File: src/rtl/weight_load_sequencer_if.sv
// weight_load_sequencer_if
//   Bundles the host load channel, the Layer 1 handshake and the weight/bias
//   memory write port of weight_load_sequencer into one interface.
//
//   Parameter
//     DATA_W  width of one weight/bias row (default RELU_NODES*LAYER_1_BIT_WIDTH)
//
//   Signals
//     loadStart, loadValid, loadData, loadReady  host load request and data beats
//     layerIdle, inputsReadyIn, inputsReadyOut   Layer 1 idle status and gated ready
//     weightWriteEnable, biasWriteEnable          memory write strobes
//     WriteAddressSelect, writeIn                 write row address and row data
//     loadDone, loadError                         completion pulse and checksum error
//     expectedChecksum                            reference checksum (only used when
//                                                 WEIGHT_LOAD_CHECKSUM_EN is defined)
//
//   Modports
//     master  host / environment side
//     slave   sequencer side

`ifndef RELU_NODES
`define RELU_NODES 10
`endif
`ifndef LAYER_1_BIT_WIDTH
`define LAYER_1_BIT_WIDTH 16
`endif

interface weight_load_sequencer_if #(
    parameter int DATA_W = `RELU_NODES * `LAYER_1_BIT_WIDTH
);
    logic              loadStart;
    logic              loadValid;
    logic [DATA_W-1:0] loadData;
    logic              loadReady;
    logic              layerIdle;
    logic              inputsReadyIn;
    logic              inputsReadyOut;
    logic              weightWriteEnable;
    logic              biasWriteEnable;
    logic [9:0]        WriteAddressSelect;
    logic [DATA_W-1:0] writeIn;
    logic              loadDone;
    logic [15:0]       expectedChecksum;
    logic              loadError;

    modport master (
        output loadStart, loadValid, loadData, layerIdle, inputsReadyIn, expectedChecksum,
        input  loadReady, inputsReadyOut, weightWriteEnable, biasWriteEnable,
               WriteAddressSelect, writeIn, loadDone, loadError
    );

    modport slave (
        input  loadStart, loadValid, loadData, layerIdle, inputsReadyIn, expectedChecksum,
        output loadReady, inputsReadyOut, weightWriteEnable, biasWriteEnable,
               WriteAddressSelect, writeIn, loadDone, loadError
    );
endinterface

File: src/rtl/weight_load_sequencer.sv
// weight_load_sequencer
//   Loads a full set of Layer 1 weight rows followed by one bias row from a
//   host valid/ready stream into the weight/bias memories. Before the first
//   beat is accepted it waits for the Layer 1 controller to drain (layerIdle),
//   and it blocks inputsReadyOut towards that controller for the whole load.
//
//   Parameters
//     NUM_ROWS  weight rows per load (one per input pixel), at most 1024
//     DATA_W    width of one weight/bias row
//
//   Ports
//     clk    rising-edge clock
//     reset  synchronous, active-high
//     bus    weight_load_sequencer_if.slave (host stream, Layer 1 handshake,
//            memory write port, loadDone/loadError)
//
//   Timing
//     A beat accepted on edge N produces its write strobe in the cycle after
//     edge N. The bias strobe is issued in the DONE state; loadDone (and
//     loadError) are registered in DONE and so appear one cycle after the bias
//     strobe, for exactly one cycle, while the FSM is already back in IDLE.
//
//   Configuration
//     WEIGHT_LOAD_CHECKSUM_EN  when defined, a modulo-2^16 sum of loadData[15:0]
//     over every accepted beat is compared to expectedChecksum; a mismatch sets
//     loadError, which stays set until reset or the start of the next load.
//     When undefined, loadError is tied low and expectedChecksum is ignored.

`ifndef RELU_NODES
`define RELU_NODES 10
`endif
`ifndef LAYER_1_BIT_WIDTH
`define LAYER_1_BIT_WIDTH 16
`endif

module weight_load_sequencer #(
    parameter int NUM_ROWS = 784,
    parameter int DATA_W   = `RELU_NODES * `LAYER_1_BIT_WIDTH
) (
    input logic                    clk,
    input logic                    reset,
    weight_load_sequencer_if.slave bus
);

    typedef enum logic [2:0] {
        IDLE,
        DRAIN,
        WEIGHTS,
        BIAS,
        DONE
    } state_t;

    localparam logic [9:0] ROW_LAST = 10'(NUM_ROWS - 1);

    state_t            state;
    logic [9:0]        row_cnt;
    logic              load_ready;
    logic              accept;

    // write-port stage: registered one cycle after beat acceptance
    logic              wen_p1;
    logic              ben_p1;
    logic [9:0]        addr_p1;
    logic [DATA_W-1:0] data_p1;
    logic              done_p1;

`ifdef WEIGHT_LOAD_CHECKSUM_EN
    logic [15:0]       csum;
    logic              err_p1;

    function automatic logic [15:0] csum_add(input logic [15:0] acc,
                                             input logic [DATA_W-1:0] beat);
        return acc + beat[15:0];
    endfunction
`else
    logic              unused_checksum;
    assign unused_checksum = ^bus.expectedChecksum;
`endif

    assign accept = bus.loadValid && load_ready;

    always_ff @(posedge clk) begin
        if (reset) begin
            state      <= IDLE;
            row_cnt    <= '0;
            load_ready <= 1'b0;
            wen_p1     <= 1'b0;
            ben_p1     <= 1'b0;
            addr_p1    <= '0;
            data_p1    <= '0;
            done_p1    <= 1'b0;
`ifdef WEIGHT_LOAD_CHECKSUM_EN
            csum       <= '0;
            err_p1     <= 1'b0;
`endif
        end else begin
            // strobes and the completion pulse are single-cycle by default
            wen_p1  <= 1'b0;
            ben_p1  <= 1'b0;
            done_p1 <= 1'b0;
            case (state)
                IDLE: begin
                    if (bus.loadStart) begin
                        state <= DRAIN;
`ifdef WEIGHT_LOAD_CHECKSUM_EN
                        csum   <= '0;
                        err_p1 <= 1'b0;
`endif
                    end
                end
                DRAIN: begin
                    if (bus.layerIdle) begin
                        state      <= WEIGHTS;
                        row_cnt    <= '0;
                        load_ready <= 1'b1;
                    end
                end
                WEIGHTS: begin
                    if (accept) begin
                        wen_p1  <= 1'b1;
                        addr_p1 <= row_cnt;
                        data_p1 <= bus.loadData;
`ifdef WEIGHT_LOAD_CHECKSUM_EN
                        csum    <= csum_add(csum, bus.loadData);
`endif
                        // counter parks on the last row instead of wrapping
                        if (row_cnt == ROW_LAST) begin
                            state <= BIAS;
                        end else begin
                            row_cnt <= row_cnt + 10'd1;
                        end
                    end
                end
                BIAS: begin
                    if (accept) begin
                        ben_p1     <= 1'b1;
                        addr_p1    <= '0;
                        data_p1    <= bus.loadData;
                        load_ready <= 1'b0;
                        state      <= DONE;
`ifdef WEIGHT_LOAD_CHECKSUM_EN
                        csum       <= csum_add(csum, bus.loadData);
`endif
                    end
                end
                DONE: begin
                    done_p1 <= 1'b1;
                    state   <= IDLE;
`ifdef WEIGHT_LOAD_CHECKSUM_EN
                    // csum already includes the bias beat here
                    if (csum != bus.expectedChecksum) begin
                        err_p1 <= 1'b1;
                    end
`endif
                end
                default: begin
                    state      <= IDLE;
                    load_ready <= 1'b0;
                end
            endcase
        end
    end

    assign bus.loadReady          = load_ready;
    assign bus.inputsReadyOut     = (state == IDLE) && bus.inputsReadyIn;
    assign bus.weightWriteEnable  = wen_p1;
    assign bus.biasWriteEnable    = ben_p1;
    assign bus.WriteAddressSelect = addr_p1;
    assign bus.writeIn            = data_p1;
    assign bus.loadDone           = done_p1;
`ifdef WEIGHT_LOAD_CHECKSUM_EN
    assign bus.loadError          = err_p1;
`else
    assign bus.loadError          = 1'b0;
`endif

endmodule

File: src/flat_wrapper.sv
// flat-port wrapper written by rule: the top's interface ports become plain ports
module weight_load_sequencer_flat 
#(
    parameter int NUM_ROWS = 784,
    parameter int DATA_W   = `RELU_NODES * `LAYER_1_BIT_WIDTH
)
  (clk, reset, bus_loadStart, bus_loadValid, bus_loadData, bus_layerIdle, bus_inputsReadyIn, bus_expectedChecksum, bus_loadReady, bus_inputsReadyOut, bus_weightWriteEnable, bus_biasWriteEnable, bus_WriteAddressSelect, bus_writeIn, bus_loadDone, bus_loadError);
  weight_load_sequencer_if #(.DATA_W(DATA_W)) bus_i ();
  input logic clk;
  input logic reset;
  input wire logic [$bits(bus_i.loadStart)-1:0] bus_loadStart;
  input wire logic [$bits(bus_i.loadValid)-1:0] bus_loadValid;
  input wire logic [$bits(bus_i.loadData)-1:0] bus_loadData;
  input wire logic [$bits(bus_i.layerIdle)-1:0] bus_layerIdle;
  input wire logic [$bits(bus_i.inputsReadyIn)-1:0] bus_inputsReadyIn;
  input wire logic [$bits(bus_i.expectedChecksum)-1:0] bus_expectedChecksum;
  output wire logic [$bits(bus_i.loadReady)-1:0] bus_loadReady;
  output wire logic [$bits(bus_i.inputsReadyOut)-1:0] bus_inputsReadyOut;
  output wire logic [$bits(bus_i.weightWriteEnable)-1:0] bus_weightWriteEnable;
  output wire logic [$bits(bus_i.biasWriteEnable)-1:0] bus_biasWriteEnable;
  output wire logic [$bits(bus_i.WriteAddressSelect)-1:0] bus_WriteAddressSelect;
  output wire logic [$bits(bus_i.writeIn)-1:0] bus_writeIn;
  output wire logic [$bits(bus_i.loadDone)-1:0] bus_loadDone;
  output wire logic [$bits(bus_i.loadError)-1:0] bus_loadError;
  assign bus_i.loadStart = bus_loadStart;
  assign bus_i.loadValid = bus_loadValid;
  assign bus_i.loadData = bus_loadData;
  assign bus_i.layerIdle = bus_layerIdle;
  assign bus_i.inputsReadyIn = bus_inputsReadyIn;
  assign bus_i.expectedChecksum = bus_expectedChecksum;
  assign bus_loadReady = bus_i.loadReady;
  assign bus_inputsReadyOut = bus_i.inputsReadyOut;
  assign bus_weightWriteEnable = bus_i.weightWriteEnable;
  assign bus_biasWriteEnable = bus_i.biasWriteEnable;
  assign bus_WriteAddressSelect = bus_i.WriteAddressSelect;
  assign bus_writeIn = bus_i.writeIn;
  assign bus_loadDone = bus_i.loadDone;
  assign bus_loadError = bus_i.loadError;
  weight_load_sequencer #(.NUM_ROWS(NUM_ROWS), .DATA_W(DATA_W)) u_core (.clk(clk), .reset(reset), .bus(bus_i));
endmodule
File: config.mk
export PLATFORM = sky130hd
export DESIGN_NAME = weight_load_sequencer_flat
export DESIGN_NICKNAME = d
export VERILOG_FILES = /design/src/rtl/weight_load_sequencer_if.sv /design/src/rtl/weight_load_sequencer.sv /design/src/flat_wrapper.sv
export SDC_FILE = /design/constraint.sdc
export NUM_CORES = 1
export LEC_CHECK = 0
export ABC_CLOCK_PERIOD_IN_PS = 1800
export CORE_ASPECT_RATIO = 0.9
export CORE_MARGIN = 2
export CORE_UTILIZATION = 35
export DETAILED_ROUTE_END_ITERATION = 6
export PLACE_DENSITY = 0.86
export RECOVER_POWER = 25
export SYNTH_ARGS = -nofsm -noshare
export SYNTH_HDL_FRONTEND = slang
export SYNTH_SLANG_ARGS = --single-unit
File: constraint.sdc
create_clock -name clk -period 1.8 [get_ports clk]
set_clock_uncertainty 0.2 [all_clocks]
set_input_delay 0.27 -clock clk [delete_from_list [all_inputs] [get_ports clk]]
set_output_delay 0.27 -clock clk [all_outputs]
set_load 0.01 [all_outputs]
floorplan.png
Pins as bars on the die edge.
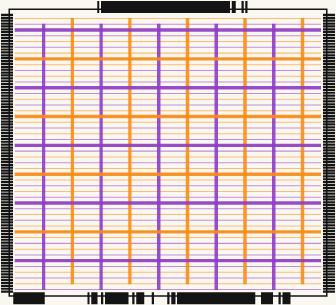
- VDD: orange
- VSS: purple
- met1 rails: 48
- met5 straps: 9
- signal pins: 358

clock_nets.png
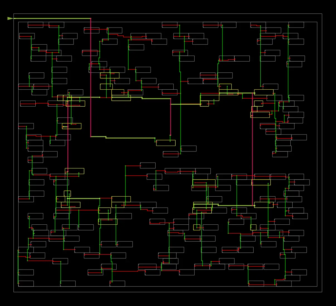
Clock Latency Late Sink: 0.43 ns
Clock buffer cells: 17
cts bufs inserted: 17

class_map.png
The bar under the picture is 50 um long.
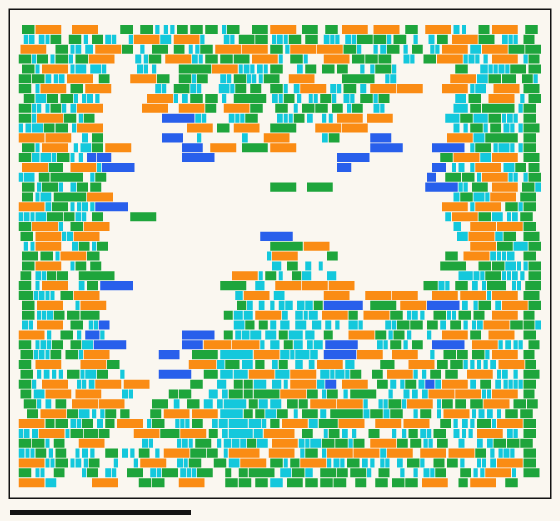
- clock drivers and dummy loads: blue (cells 32)
- remaining buffers and delay cells: green (cells 407)
- registers: orange (cells 187)
- remaining logic cells: cyan (cells 575)

==> impl_metrics.toml <==
# yosys + openroad results
[die]
die-area_um2 = 20100
core_um2 = 18500
die_h_um = 135
floorplan.io_pins = 358

[route]
met3WireLength_um = 2470
met2_wirelength_from_detailed_routing_um = 12000
via_per_inst = 4.90
number_of_drc_violations_after_detailed_routing_iteration_0 = 290
finalWirelength_um = 24000

[layout]
buf_share_pct = 36.0
biggestCellCategory = "non-clock buffers"
comb_area_share_pct = 24.2
final_cells = 1446
non_clock_buffer_count = 407
finalNetCount = 1371
inverters_excl_clock = 2
fillers = 1448
syn2layout_area_growth_pct = 77.7
final_util_pct = 63.8
clock_cell_area_share_pct = 5.28
final_layout_top_logic_cells = "311 x sky130_fd_sc_hd__nand2_1, 182 x sky130_fd_sc_hd__dfxtp_1, 175 x sky130_fd_sc_hd__clkdlybuf4s50_1"

[sta]
final_critical_path_setup_slack_ns = -0.0497
report.final.setup_viol = 6
period_needed_ns = 1.85
max_transition_viols_final = 0
fin_crit_sh_pct = 103
rsz_0062_raised_after_global_routing = "true"
tightest_hold_margin_ns = 0.0377

[outcome]
violations = "setup timing"
result_of_the_run = "finished, violations left"

[yosys]
area_leaders = "sky130_fd_sc_hd__dfxtp_1 56%, sky130_fd_sc_hd__nand2_1 18%, sky130_fd_sc_hd__a21oi_1 13%"
xor_share_pct = 0
yosysTopAreaCell = "sky130_fd_sc_hd__dfxtp_1"
fp_nets = 1007
aoi_share_pct = 15.9
yosysUniqueCellTypes = 41
enable_flop_cells = 0
post_synth_fa_ha_maj_area_fraction_pct = 0.189
yosysWarnings = 0
synth.area.mux_share_pct = 0.302
synth_seq_share_pct = 56.5
post-synth-top-count-cell = "sky130_fd_sc_hd__nand2_1"
ff_type = "sky130_fd_sc_hd__dfxtp_1"

[global_routing]
globalRouteMet2Util_pct = 36.6
largest_net_degree_at_the_start_of_global_routing = 67
met1_usage_pct = 22.3
global_route_wire_length_before_repair_um = 33000
grt_pass1_vias = 6635

[setup_path]
setup_cp_type = "flop to flop"
critPathMaxStageDelay_ns = 0.43
timing.critical_path.cells = "nor4_1, nand4_1, a211o_1, a211oi_1"
cp.required_ns = 1.93
crit_path_top_delay_cell = "sky130_fd_sc_hd__nor4_1"
crit_path_start = "u_core.row_cnt[4]"
cp_data_arrival_time_ns = 1.98
setup.worst_path.end_class = "flop"

[clock_tree]
clk_transition_reported_paths_ns = 0.08
cts_root_buffer = "sky130_fd_sc_hd__clkbuf_16"

[pwr]
share_comb_of_total_power_pct = 7.7
p_seq_share_pct = 48.1
fin_total_pwr_mw = 8.71
peakVddDrop_mv = 0.573
power-per-cell-area_nw_per_um2 = 740
power.largest_group = "sequential cells"
p_sw_share_pct = 24.2
pwr.group.combinational_mw = 0.674

[placed_design]
detailedPlace.worstSlack_ns = -0.298
detailed_place.area_um2 = 10500
-- worst max-delay path: cells and delay by family (launching register included) --
kind               cells  cell delay [ns]
and+or+nand+nor        2             0.62
DFF                    1             0.37
AOI/OAI and AO/OA      2             0.57
-- state kept, by name, indices dropped and copies added, names as in the netlist --
signal,count
u_core.bus.writeIn,160
u_core.bus.WriteAddressSelect,10
u_core.row_cnt,10
u_core.state,3
u_core.bus.biasWriteEnable,1
u_core.bus.loadDone,1
u_core.bus.loadReady,1
u_core.bus.weightWriteEnable,1
-- repair_timing --
| action | CTS | global route |
|---|---|---|
| hold buffers | 0 | 0 |
| pin swaps | 7 | 18 |
| setup endpoints to repair | 136 | 179 |
| gates cloned | 1 | 12 |
| setup buffers | 3 | 8 |
| resized | 140 | 112 |
Power and IR drop assume default switching activity.
